==> config.mk <==
export PLATFORM = sky130hd
export DESIGN_NAME = control_sequencer
export DESIGN_NICKNAME = d
export VERILOG_FILES = /design/src/rtl/src_ctrl_pkg.sv /design/src/rtl/ctrl_decode.sv /design/src/rtl/control_sequencer.sv
export SDC_FILE = /design/constraint.sdc
export NUM_CORES = 1
export LEC_CHECK = 0
export CAP_MARGIN = 20
export CORE_MARGIN = 8
export CORE_UTILIZATION = 44
export DETAILED_ROUTE_END_ITERATION = 16
export PLACE_DENSITY = 0.92
export SETUP_SLACK_MARGIN = 0.05
export SLEW_MARGIN = 20
export SYNTH_ARGS = -nofsm -noshare
export SYNTH_HDL_FRONTEND = slang
export SYNTH_HIERARCHICAL = 1
export SYNTH_SLANG_ARGS = --single-unit
export TNS_END_PERCENT = 10
==> constraint.sdc <==
create_clock -name clk -period 7 [get_ports clk]
set_clock_uncertainty 0.15 [all_clocks]
set_input_delay 1.75 -clock clk [delete_from_list [all_inputs] [get_ports clk]]
set_output_delay 1.75 -clock clk [all_outputs]
set_load 0.01 [all_outputs]
==> src/rtl/src_ctrl_pkg.sv <==
// -----------------------------------------------------------------------------
// src_ctrl_pkg
// Shared definitions for the SRC hardwired control sequencer:
//   - opcode encodings (5-bit field taken from the top of the IR)
//   - ALU operation select codes
//   - bit positions of every strobe inside the packed ctrl word
//   - sequencer state encoding (T0..T7 map directly onto the debug tstate value)
//   - strobe(): one-hot mask helper for a single ctrl bit
// -----------------------------------------------------------------------------
package src_ctrl_pkg;

    localparam int OPCODE_W = 5;

    // Opcode encodings
    localparam logic [OPCODE_W-1:0] OPC_LD   = 5'b00000;
    localparam logic [OPCODE_W-1:0] OPC_LDI  = 5'b00001;
    localparam logic [OPCODE_W-1:0] OPC_ST   = 5'b00010;
    localparam logic [OPCODE_W-1:0] OPC_ADDI = 5'b01100;
    localparam logic [OPCODE_W-1:0] OPC_ANDI = 5'b01101;
    localparam logic [OPCODE_W-1:0] OPC_ORI  = 5'b01110;
    localparam logic [OPCODE_W-1:0] OPC_BR   = 5'b10010;
    localparam logic [OPCODE_W-1:0] OPC_JR   = 5'b10011;
    localparam logic [OPCODE_W-1:0] OPC_JAL  = 5'b10100;
    localparam logic [OPCODE_W-1:0] OPC_IN   = 5'b10101;
    localparam logic [OPCODE_W-1:0] OPC_OUT  = 5'b10110;
    localparam logic [OPCODE_W-1:0] OPC_MFLO = 5'b10111;
    localparam logic [OPCODE_W-1:0] OPC_MFHI = 5'b11000;
    localparam logic [OPCODE_W-1:0] OPC_NOP  = 5'b11001;
    localparam logic [OPCODE_W-1:0] OPC_HALT = 5'b11010;

    // ALU operation select
    localparam logic [3:0] ALU_NOP   = 4'b0000;
    localparam logic [3:0] ALU_ADD   = 4'b0001;
    localparam logic [3:0] ALU_AND   = 4'b0110;
    localparam logic [3:0] ALU_OR    = 4'b0111;
    localparam logic [3:0] ALU_INCPC = 4'b1011;
    localparam logic [3:0] ALU_BRADD = 4'b1111;

    // Strobe bit positions inside ctrl
    localparam int CTRL_W      = 23;
    localparam int C_PCOUT     = 0;
    localparam int C_MARIN     = 1;
    localparam int C_ZLOWIN    = 2;
    localparam int C_ZLOWOUT   = 3;
    localparam int C_PCIN      = 4;
    localparam int C_MDRREAD   = 5;
    localparam int C_MDRIN     = 6;
    localparam int C_MDROUT    = 7;
    localparam int C_IRIN      = 8;
    localparam int C_GRA       = 9;
    localparam int C_GRB       = 10;
    localparam int C_GRC       = 11;
    localparam int C_RIN       = 12;
    localparam int C_ROUT      = 13;
    localparam int C_BAOUT     = 14;
    localparam int C_YIN       = 15;
    localparam int C_COUT      = 16;
    localparam int C_CONFFIN   = 17;
    localparam int C_WREN      = 18;
    localparam int C_OPIN      = 19;
    localparam int C_INPORTOUT = 20;
    localparam int C_HIOUT     = 21;
    localparam int C_LOOUT     = 22;

    // Sequencer states; T-steps equal their step number so tstate is the state itself
    typedef enum logic [3:0] {
        ST_T0     = 4'd0,
        ST_T1     = 4'd1,
        ST_T2     = 4'd2,
        ST_T3     = 4'd3,
        ST_T4     = 4'd4,
        ST_T5     = 4'd5,
        ST_T6     = 4'd6,
        ST_T7     = 4'd7,
        ST_RESET  = 4'd8,
        ST_HALTED = 4'd9
    } state_t;

    // One-hot ctrl mask for a single strobe
    function automatic logic [CTRL_W-1:0] strobe(input int idx);
        return CTRL_W'(1'b1) << idx;
    endfunction

endpackage

==> src/rtl/ctrl_decode.sv <==
// -----------------------------------------------------------------------------
// ctrl_decode
// Pure combinational micro-step decode of (state, opcode, con_ff).
// Ports:
//   state      in   present sequencer state
//   opcode     in   instruction opcode (only meaningful from T3 on)
//   con_ff     in   branch condition, gates PCin in BR T6
//   ctrl       out  packed register/bus/ALU strobes
//   alu_sel    out  ALU operation select
//   last_step  out  present step is the final step of the instruction
//   mem_step   out  present step waits on mem_ready (MDRread or wren active)
//   halt_step  out  present step is the HALT opcode's execute step
//   illegal    out  T3 with an undefined opcode
// RESET and HALTED decode to all-zero strobes.
// -----------------------------------------------------------------------------
module ctrl_decode
    import src_ctrl_pkg::*;
(
    input  state_t              state,
    input  logic [OPCODE_W-1:0] opcode,
    input  logic                con_ff,
    output logic [CTRL_W-1:0]   ctrl,
    output logic [3:0]          alu_sel,
    output logic                last_step,
    output logic                mem_step,
    output logic                halt_step,
    output logic                illegal
);

    // Step/opcode decode into strobes and sequencing hints
    always_comb begin
        ctrl      = '0;
        alu_sel   = ALU_NOP;
        last_step = 1'b0;
        mem_step  = 1'b0;
        halt_step = 1'b0;
        illegal   = 1'b0;
        case (state)
            ST_T0: begin
                ctrl[C_PCOUT]  = 1'b1;
                ctrl[C_MARIN]  = 1'b1;
                ctrl[C_ZLOWIN] = 1'b1;
                alu_sel        = ALU_INCPC;
            end
            ST_T1: begin
                ctrl[C_ZLOWOUT] = 1'b1;
                ctrl[C_PCIN]    = 1'b1;
                ctrl[C_MDRREAD] = 1'b1;
                ctrl[C_MDRIN]   = 1'b1;
                mem_step        = 1'b1;
            end
            ST_T2: begin
                ctrl[C_MDROUT] = 1'b1;
                ctrl[C_IRIN]   = 1'b1;
            end
            ST_T3: begin
                case (opcode)
                    OPC_LD, OPC_LDI, OPC_ST: begin
                        ctrl[C_GRB]   = 1'b1;
                        ctrl[C_BAOUT] = 1'b1;
                        ctrl[C_YIN]   = 1'b1;
                    end
                    OPC_ADDI, OPC_ANDI, OPC_ORI: begin
                        ctrl[C_GRB]  = 1'b1;
                        ctrl[C_ROUT] = 1'b1;
                        ctrl[C_YIN]  = 1'b1;
                    end
                    OPC_BR: begin
                        ctrl[C_GRA]     = 1'b1;
                        ctrl[C_ROUT]    = 1'b1;
                        ctrl[C_CONFFIN] = 1'b1;
                    end
                    OPC_JR: begin
                        ctrl[C_GRA]  = 1'b1;
                        ctrl[C_ROUT] = 1'b1;
                        ctrl[C_PCIN] = 1'b1;
                        last_step    = 1'b1;
                    end
                    OPC_JAL: begin
                        ctrl[C_GRB]   = 1'b1;
                        ctrl[C_RIN]   = 1'b1;
                        ctrl[C_PCOUT] = 1'b1;
                    end
                    OPC_IN: begin
                        ctrl[C_GRA]       = 1'b1;
                        ctrl[C_RIN]       = 1'b1;
                        ctrl[C_INPORTOUT] = 1'b1;
                        last_step         = 1'b1;
                    end
                    OPC_OUT: begin
                        ctrl[C_GRA]  = 1'b1;
                        ctrl[C_ROUT] = 1'b1;
                        ctrl[C_OPIN] = 1'b1;
                        last_step    = 1'b1;
                    end
                    OPC_MFLO: begin
                        ctrl[C_GRA]   = 1'b1;
                        ctrl[C_RIN]   = 1'b1;
                        ctrl[C_LOOUT] = 1'b1;
                        last_step     = 1'b1;
                    end
                    OPC_MFHI: begin
                        ctrl[C_GRA]   = 1'b1;
                        ctrl[C_RIN]   = 1'b1;
                        ctrl[C_HIOUT] = 1'b1;
                        last_step     = 1'b1;
                    end
                    OPC_NOP: begin
                        last_step = 1'b1;
                    end
                    OPC_HALT: begin
                        halt_step = 1'b1;
                    end
                    default: begin
                        // Undefined opcode behaves as NOP but is flagged
                        last_step = 1'b1;
                        illegal   = 1'b1;
                    end
                endcase
            end
            ST_T4: begin
                case (opcode)
                    OPC_LD, OPC_LDI, OPC_ST, OPC_ADDI: begin
                        ctrl[C_COUT]   = 1'b1;
                        ctrl[C_ZLOWIN] = 1'b1;
                        alu_sel        = ALU_ADD;
                    end
                    OPC_ANDI: begin
                        ctrl[C_COUT]   = 1'b1;
                        ctrl[C_ZLOWIN] = 1'b1;
                        alu_sel        = ALU_AND;
                    end
                    OPC_ORI: begin
                        ctrl[C_COUT]   = 1'b1;
                        ctrl[C_ZLOWIN] = 1'b1;
                        alu_sel        = ALU_OR;
                    end
                    OPC_BR: begin
                        ctrl[C_PCOUT] = 1'b1;
                        ctrl[C_YIN]   = 1'b1;
                    end
                    OPC_JAL: begin
                        ctrl[C_GRA]  = 1'b1;
                        ctrl[C_ROUT] = 1'b1;
                        ctrl[C_PCIN] = 1'b1;
                        last_step    = 1'b1;
                    end
                    default: begin
                        // Unreachable for legal sequences; recover to T0
                        last_step = 1'b1;
                    end
                endcase
            end
            ST_T5: begin
                case (opcode)
                    OPC_LD, OPC_ST: begin
                        ctrl[C_ZLOWOUT] = 1'b1;
                        ctrl[C_MARIN]   = 1'b1;
                    end
                    OPC_LDI, OPC_ADDI, OPC_ANDI, OPC_ORI: begin
                        ctrl[C_ZLOWOUT] = 1'b1;
                        ctrl[C_GRA]     = 1'b1;
                        ctrl[C_RIN]     = 1'b1;
                        last_step       = 1'b1;
                    end
                    OPC_BR: begin
                        ctrl[C_COUT]   = 1'b1;
                        ctrl[C_ZLOWIN] = 1'b1;
                        alu_sel        = ALU_BRADD;
                    end
                    default: begin
                        last_step = 1'b1;
                    end
                endcase
            end
            ST_T6: begin
                case (opcode)
                    OPC_LD: begin
                        ctrl[C_MDRREAD] = 1'b1;
                        ctrl[C_MDRIN]   = 1'b1;
                        mem_step        = 1'b1;
                    end
                    OPC_ST: begin
                        ctrl[C_GRA]   = 1'b1;
                        ctrl[C_ROUT]  = 1'b1;
                        ctrl[C_MDRIN] = 1'b1;
                    end
                    OPC_BR: begin
                        // Branch target only loaded when the condition holds
                        ctrl[C_ZLOWOUT] = 1'b1;
                        ctrl[C_PCIN]    = con_ff;
                        last_step       = 1'b1;
                    end
                    default: begin
                        last_step = 1'b1;
                    end
                endcase
            end
            ST_T7: begin
                case (opcode)
                    OPC_LD: begin
                        ctrl[C_MDROUT] = 1'b1;
                        ctrl[C_GRA]    = 1'b1;
                        ctrl[C_RIN]    = 1'b1;
                        last_step      = 1'b1;
                    end
                    OPC_ST: begin
                        ctrl[C_WREN] = 1'b1;
                        mem_step     = 1'b1;
                        last_step    = 1'b1;
                    end
                    default: begin
                        last_step = 1'b1;
                    end
                endcase
            end
            default: begin
                // RESET / HALTED: no strobes
                ctrl = '0;
            end
        endcase
    end

endmodule

==> src/rtl/control_sequencer.sv <==
// -----------------------------------------------------------------------------
// control_sequencer
// Hardwired micro-step sequencer for the SRC datapath. Fetch T0-T2, execute
// T3-T7 per opcode, back to T0. Memory steps stall on mem_ready with an
// optional timeout that raises a sticky bus error and halts.
// Parameters: IR_W (IR width), OPC_W (opcode width, top of IR),
//             MEM_TIMEOUT (wait cycles before bus error, 0 = wait forever)
// Ports:
//   clk, rst_n             clock, async active-low reset
//   ir                     instruction register
//   con_ff                 branch condition
//   mem_ready              memory completes this cycle
//   start / stop_req       leave HALTED / halt at next instruction boundary
//   step_mode, step        (CTRL_SINGLE_STEP_EN only) single-step control
//   ctrl, alu_sel          combinational strobes for the present step
//   tstate                 present state (debug)
//   running                sequencer active (not RESET/HALTED)
//   illegal_op             pulse during T3 of an undefined opcode
//   bus_err                sticky memory timeout flag
// Optional feature macro: CTRL_SINGLE_STEP_EN
// -----------------------------------------------------------------------------
module control_sequencer
    import src_ctrl_pkg::*;
#(
    parameter int IR_W        = 32,
    parameter int OPC_W       = 5,
    parameter int MEM_TIMEOUT = 15
) (
    input  logic              clk,
    input  logic              rst_n,
    input  logic [IR_W-1:0]   ir,
    input  logic              con_ff,
    input  logic              mem_ready,
    input  logic              start,
    input  logic              stop_req,
`ifdef CTRL_SINGLE_STEP_EN
    input  logic              step_mode,
    input  logic              step,
`endif
    output logic [CTRL_W-1:0] ctrl,
    output logic [3:0]        alu_sel,
    output logic [3:0]        tstate,
    output logic              running,
    output logic              illegal_op,
    output logic              bus_err
);

    localparam int CNT_W = (MEM_TIMEOUT < 2) ? 1 : $clog2(MEM_TIMEOUT + 1);

    state_t                state_r;
    state_t                state_nxt_s;
    logic [CNT_W-1:0]      wait_cnt_r;
    logic [CNT_W-1:0]      wait_cnt_nxt_s;
    logic [CNT_W-1:0]      wait_cnt_inc_s;
    logic                  bus_err_r;
    logic                  bus_err_nxt_s;
    logic                  adv_s;
    logic [OPCODE_W-1:0]   opcode_s;
    logic [CTRL_W-1:0]     dec_ctrl_s;
    logic [3:0]            dec_alu_s;
    logic                  dec_last_s;
    logic                  dec_mem_s;
    logic                  dec_halt_s;
    logic                  dec_illegal_s;
    logic                  unused_ir_s;

    assign opcode_s    = OPCODE_W'(ir[IR_W-1 -: OPC_W]);
    assign unused_ir_s = ^ir[IR_W-OPC_W-1:0];

    // Cycles in which the sequencer may act; outside them state holds and strobes are quiet
`ifdef CTRL_SINGLE_STEP_EN
    assign adv_s = ~step_mode | step;
`else
    assign adv_s = 1'b1;
`endif

    ctrl_decode u_decode (
        .state     (state_r),
        .opcode    (opcode_s),
        .con_ff    (con_ff),
        .ctrl      (dec_ctrl_s),
        .alu_sel   (dec_alu_s),
        .last_step (dec_last_s),
        .mem_step  (dec_mem_s),
        .halt_step (dec_halt_s),
        .illegal   (dec_illegal_s)
    );

    assign wait_cnt_inc_s = wait_cnt_r + CNT_W'(1'b1);

    // Next-state, wait counter and bus error update
    always_comb begin
        state_nxt_s    = state_r;
        wait_cnt_nxt_s = wait_cnt_r;
        bus_err_nxt_s  = bus_err_r;
        if (!adv_s) begin
            state_nxt_s = state_r;
        end else begin
            case (state_r)
                ST_RESET: begin
                    state_nxt_s = ST_T0;
                end
                ST_HALTED: begin
                    if (start) begin
                        state_nxt_s = ST_T0;
                    end else begin
                        state_nxt_s = ST_HALTED;
                    end
                end
                default: begin
                    if (dec_mem_s && !mem_ready) begin
                        // Stall: hold state and strobes, count the wait
                        if ((MEM_TIMEOUT != 0) && (wait_cnt_inc_s == CNT_W'(MEM_TIMEOUT))) begin
                            bus_err_nxt_s  = 1'b1;
                            state_nxt_s    = ST_HALTED;
                            wait_cnt_nxt_s = '0;
                        end else begin
                            wait_cnt_nxt_s = wait_cnt_inc_s;
                        end
                    end else if (dec_halt_s) begin
                        state_nxt_s    = ST_HALTED;
                        wait_cnt_nxt_s = '0;
                    end else if (dec_last_s) begin
                        // Instruction boundary: the only place stop_req is honoured
                        if (stop_req) begin
                            state_nxt_s = ST_HALTED;
                        end else begin
                            state_nxt_s = ST_T0;
                        end
                        wait_cnt_nxt_s = '0;
                    end else begin
                        state_nxt_s    = state_t'(state_r + 4'd1);
                        wait_cnt_nxt_s = '0;
                    end
                end
            endcase
        end
    end

    // State, wait counter and sticky bus error registers
    always_ff @(posedge clk or negedge rst_n) begin
        if (!rst_n) begin
            state_r    <= ST_RESET;
            wait_cnt_r <= '0;
            bus_err_r  <= 1'b0;
        end else begin
            state_r    <= state_nxt_s;
            wait_cnt_r <= wait_cnt_nxt_s;
            bus_err_r  <= bus_err_nxt_s;
        end
    end

    assign ctrl       = adv_s ? dec_ctrl_s : '0;
    assign alu_sel    = adv_s ? dec_alu_s : ALU_NOP;
    assign illegal_op = adv_s & dec_illegal_s;
    assign tstate     = state_r;
    assign running    = (state_r != ST_RESET) && (state_r != ST_HALTED);
    assign bus_err    = bus_err_r;

endmodule

**Run 1: cell classes on the final placement**

Scale bar: 20 um.
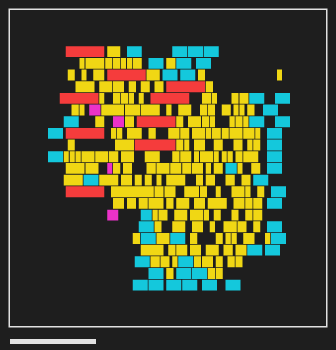
remaining buffers and delay cells -> cyan  # cells 45, share of their area 24%
registers -> red  # cells 9, share of their area 12%
remaining logic cells -> yellow  # cells 178, share of their area 62%
clock drivers and dummy loads -> magenta  # cells 4, share of their area 1.4%
Rows: 21
utilization after layout: 0.5837

**Run 1: I/O pins on the die edge**

Pins as bars across the die edge, other pins in gray.
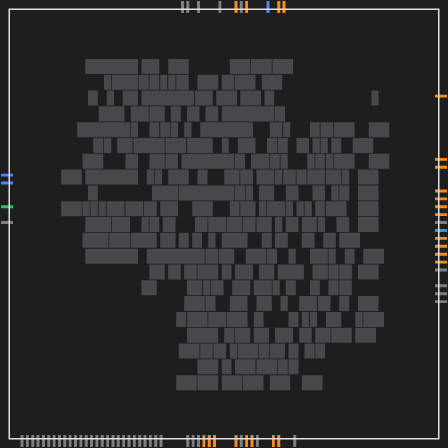
start -> green  # pins 1, direction input, edge left
tstate -> blue  # pins 4, direction output, edge 2 left, 1 top, 1 right
ctrl -> orange  # pins 23, direction output, edge 11 right, 8 bottom, 4 top
all pins by edge = 41 bottom, 17 right, 10 top, 4 left
Die Y: 73.63 um
die width: 73.63 um
Port Buffers: 43

==> results.cfg, run 1 <==
; generated from flow reports
[setup_path]
path_delay_family = buffers and inverters
cp_num_cells = 6
slowest_stage = clkdlybuf4s50_1
reg2reg_from = tstate[0]$_DFFE_PN0P_
critPathMaxStageDelay_ns = 0.96
criticalPathCategory = in2out
critPathBufInv = 2
r2r_slack_ns = 4.07
arrival_ns = 4.33
cp_data_required_time_ns = 5.10
cp-endpoint = ctrl[4]

[synthesis]
yosysUniqueCellTypes = 62
seq_area_frac_synth = 0.1550
synth.avg_cell_area_um2 = 7.129
most_common_cell = nand2_1
ys_sh_aoi = 0.2928
topCellsByArea = dfrtp_1, a21oi_1, nand2_1, ha_1, nor3_1
synth_area_um2 = 1461
ys_warn_count = 6
yosys.area_share.simple = 0.3844
top_area_cell = dfrtp_1
edf_count = 0
ys_top_logic_family = simple AND/OR/NAND/NOR gates
top_area_frac = 0.1370
fp_nets = 248
yosys_area_um2 = 1461
common_cells = nand2_1, a21oi_1, nor2_1, nor3_1
adder_share = 0.04281
synthFlopType = dfrtp_1
synth_flop_count = 9
ys_sh_mux = 0.006849
syn-instance-count = 205

[cells_and_area]
comb-cell-share = 0.5790
diodes = 0
ff_count = 9
nNonClkInverters = 12
largestClassByArea = multi-input combinational cells
lay_top_count = clkdlybuf4s50_1
most-common-layout-cells = clkdlybuf4s50_1, nand2_1, a21oi_1
clock_buffers = 4
drive_gt1_frac = 0.08898
comb_area_um2 = 1101

[final_timing]
max_slew_margin = 0.2986
hold-worst-slack_ns = 0.3485
tightest_slew_ns = 1.039
rsz0062_at_grt = false
timing.fmax_mhz = 160.6
hold_viol_final = 0
finalCritPeriodShare = 0.8897
report.final.slew_viol_count = 0

[worst_hold_path]
holdPathEnd = bus_err$_DFFE_PN0P_
min_from = bus_err$_DFFE_PN0P_
holdPathStages = 1
min_path_type = reg2reg

[power]
switching_power_w = 0.0002723
p_int_w = 0.0002876
comb_power_share = 0.685
clockPowerShare = 0.078
swShare = 0.4863
seqPwrFrac = 0.237
powerDensity_nw_per_um2 = 294.5

[global_route]
grt_pass1_vias = 1474
grt_overflow = 0
gr-usage-all-layers = 0.1486
antenna_found_initial = 0

[run_status]
status = finished clean

[run]
warnings = 56
drv_cap = 0

[die]
num_tap_cells = 46
coreArea_um2 = 3258
die-area_um2 = 5421
initCoreUtil = 0.4485

[clock_tree]
cts.sink_count = 9
post_cts_buffers = 0
cts_buffer_depth = 2
cts_tree = done
insertion_delay_ns = 0.27
htree_levels = 1
cts.repair.resized = 0
cts_hold_buffers = 0
clkTransAtPathRegs_ns = 0.07

[detailed_routing]
firstDrtPassIters = 4
vias_per_cell = 5.996
antenna_left = 0
drc = 0

[placed_design]
place_hpwl_um = 3132
**Run 1: sizing map**

Scale bar: 20 um.
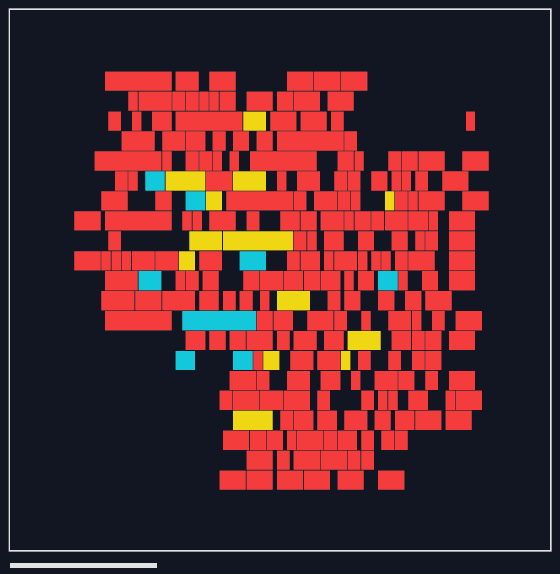
x2 -> yellow  # cells 13, share 5.5%
x3 and x4 -> cyan  # cells 8, share 3.4%, most used clkbuf_4
x1 and smaller -> red  # cells 215, share 91%, most used clkdlybuf4s50_1
Final WS setup: 0.7724 ns
final instance area: 1902 um2
P&R area growth vs syn: 30.14%
number of non-clock buffers: 45

-- run 1: per-layer routing --
layer,wire length [um],GRT usage,vias up
met4,38,0.05100,0
met1,1715,0.1757,808
li1,-,-,822
met3,286,0.01637,5
met2,2152,0.2667,56
met5,0,0,-
-- run 1: metrics by stage --
| stage | std cells | power, W | worst slack (ns) | util | area (um2) |
|---|---|---|---|---|---|
| final | 282 | 0.0005600 | 0.7724 | 0.5837 | 1902 |
| after global routing | 282 | 0.0006028 | 0.6271 | 0.5837 | 1902 |
| after CTS | 282 | 0.0005608 | 0.8241 | 0.5837 | 1902 |
| after detailed placement | 278 | 0.0005158 | 0.8375 | 0.5757 | 1876 |
| after global placement | 278 | 0.0005059 | 0.8270 | 0.5757 | 1876 |
| after floorplan | 205 | 0.0003642 | 2.213 | - | 1461 |
-- run 1: kinds of logic (layout without fill, tap and decap cells) --
family                   Yosys count  after routing
multiplexers                       1              1
adder cells (fa/ha/maj)            5              5
other                              1              1
AND-OR/OR-AND                     61             61
AND/OR/NAND/NOR                   94             94
buffers and inverters             30             61
XOR/XNOR                           4              4
flip-flops                         9              9
-- run 1: power by group through the flow --
stage	clock [W]	combinational (W)	sequential, W
after CTS	0.0000441	0.000386	0.000131
final	0.0000438	0.000383	0.000133
after floorplan	0	0.000266	0.0000979
after global placement	0	0.000375	0.000131
after global routing	0.0000474	0.000417	0.000138
after detailed placement	0	0.000384	0.000132
-- run 1: worst reg2reg max path: cells and delay by family, from the launching register on --
| kind | cells | cell delay, ns |
|---|---|---|
| AND-OR/OR-AND | 5 | 1.53 |
| flip-flops | 1 | 0.83 |
| AND/OR/NAND/NOR | 2 | 0.36 |
-- run 1: sequential cells by signal, indices dropped and copies added, names as in the netlist --
register    cells
wait_cnt_r      4
tstate          4
bus_err         1
==> run 1 -> run 2 <==
- CORE_MARGIN: 8 -> unset
**Run 2: sizing map**

Scale bar: 20 um.
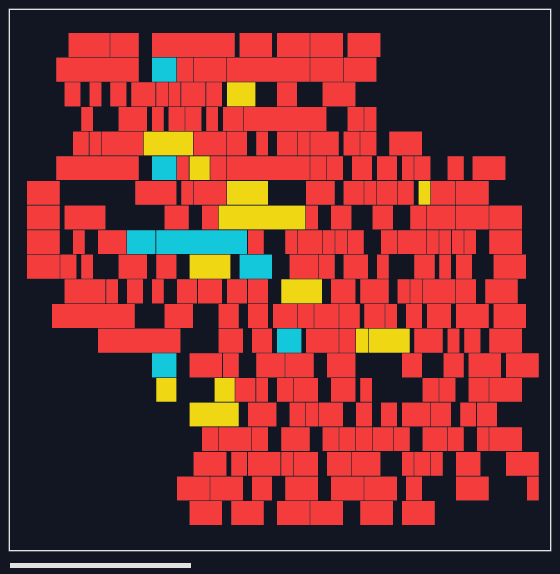
x1 and smaller -> red  # cells 215, share 91%, most used clkdlybuf4s50_1
x3 and x4 -> cyan  # cells 7, share 3.0%, most used clkbuf_4
x2 -> yellow  # cells 13, share 5.5%
number of non-clock buffers: 44
final instance area: 1892 um2
P&R area growth vs syn: 29.45%
Final WS setup: 0.7948 ns

==> run 2 against run 1 <==
  * Core utilization rose by 2.6 points
  * Clock power down 4%
  * Critical path depth unchanged
  * Via count is 3.3% lower
  * Final cell count is 1.1% lower
  * Sequential cell count unchanged
  * Sequential share of layout area up 0.063 points
  * Non-clock buffer count down 1
  * Cell area is 0.53% lower
==> results.cfg, run 2 <==
; generated from flow reports
[power]
powerDensity_nw_per_um2 = 292.2
swShare = 0.4804
clockPowerShare = 0.076
comb_power_share = 0.684
sequentialPower_w = 0.000132
p_int_w = 0.0002872

[global_route]
gr-usage-met3 = 0.01528
use_met2 = 0.3804
grt_overflow = 0
antenna_found_initial = 0
grt.met1_usage = 0.2800

[clock_tree]
clkTransAtPathRegs_ns = 0.06
cts.repair.resized = 0
cts_hold_buffers = 0
cts.sink_count = 9

[synthesis]
fp_nets = 248
synth_flop_count = 9
synth_area_um2 = 1461
edf_count = 0
common_cells = nand2_1, a21oi_1, nor2_1, nor3_1
synthFlopType = dfrtp_1

[detailed_routing]
firstDrtPassIters = 4
wl_met2_um = 1840
vias_per_cell = 5.864
drt-met1-wl_um = 1674
antenna_left = 0
routed-wl-met3_um = 149
top_layer = met4

[die]
die_w_um = 59.63
coreArea_um2 = 3103
die_y_um = 59.63

[cells_and_area]
drive_gt1_frac = 0.08511
lay_top_count = clkdlybuf4s50_1
most-common-layout-cells = clkdlybuf4s50_1, nand2_1, a21oi_1
diodes = 0

[final_timing]
hold_viol_final = 0
rsz0062_at_grt = false
finalCritPeriodShare = 0.8865

[placed_design]
port_buffers = 43

[setup_path]
cp_data_required_time_ns = 5.10
arrival_ns = 4.31

[run_status]
status = finished clean

[run]
warnings = 56
## run 2: layout make-up
cell class	count	area, um2
Timing Repair Buffer	44	437.9
Sequential cell	9	226.5
Fill cell	292	1211
Clock buffer	4	26.28
Inverter	12	45.04
Tap cell	44	55.05
Multi-Input combinational cell	166	1101
## run 2: kinds of logic (layout without fill, tap and decap cells)
kind of cell	Yosys count	in the layout	share of synthesized area
AND/OR/NAND/NOR	94	94	0.3844
AND-OR/OR-AND	61	61	0.2928
buffers and inverters	30	60	0.09162
flip-flops	9	9	0.1550
adder cells (fa/ha/maj)	5	5	0.04281
XOR/XNOR	4	4	0.02398
other	1	1	0.002566
multiplexers	1	1	0.006850
## run 2: path summary, 6_finish.rpt
check | start | to
setup / recovery | ir[29] | ctrl[4]
hold / removal | bus_err$_DFFE_PN0P_ | bus_err$_DFFE_PN0P_
setup reg to reg | tstate[0]$_DFFE_PN0P_ | tstate[3]$_DFFE_PN1P_
hold reg to reg | bus_err$_DFFE_PN0P_ | bus_err$_DFFE_PN0P_
max in group asynchronous | rst_n | tstate[3]$_DFFE_PN1P_
min in group asynchronous | rst_n | tstate[2]$_DFFE_PN0P_
## run 2: metrics by stage
stage	instances	total power [W]	instance area, um2	setup slack, ns
6_report	279	0.0005529	1892	0.7948
3_3_place_gp	275	0.0005010	1866	0.8498
4_1_cts	279	0.0005533	1892	0.8101
5_1_grt	279	0.0006010	1892	0.6221
2_1_floorplan	205	0.0003642	1461	2.213
3_5_place_dp	275	0.0005086	1866	0.8144
## run 2: worst max-delay path, cell delays in order
cell and delay (ns):
clkdlybuf4s50_1 0.93, nor3b_1 0.49, nand4_1 0.16, a211oi_1 0.28
a311o_1 0.16, clkdlybuf4s50_1 0.53
No activity file was given, so power comes from the tool's default toggle rates.
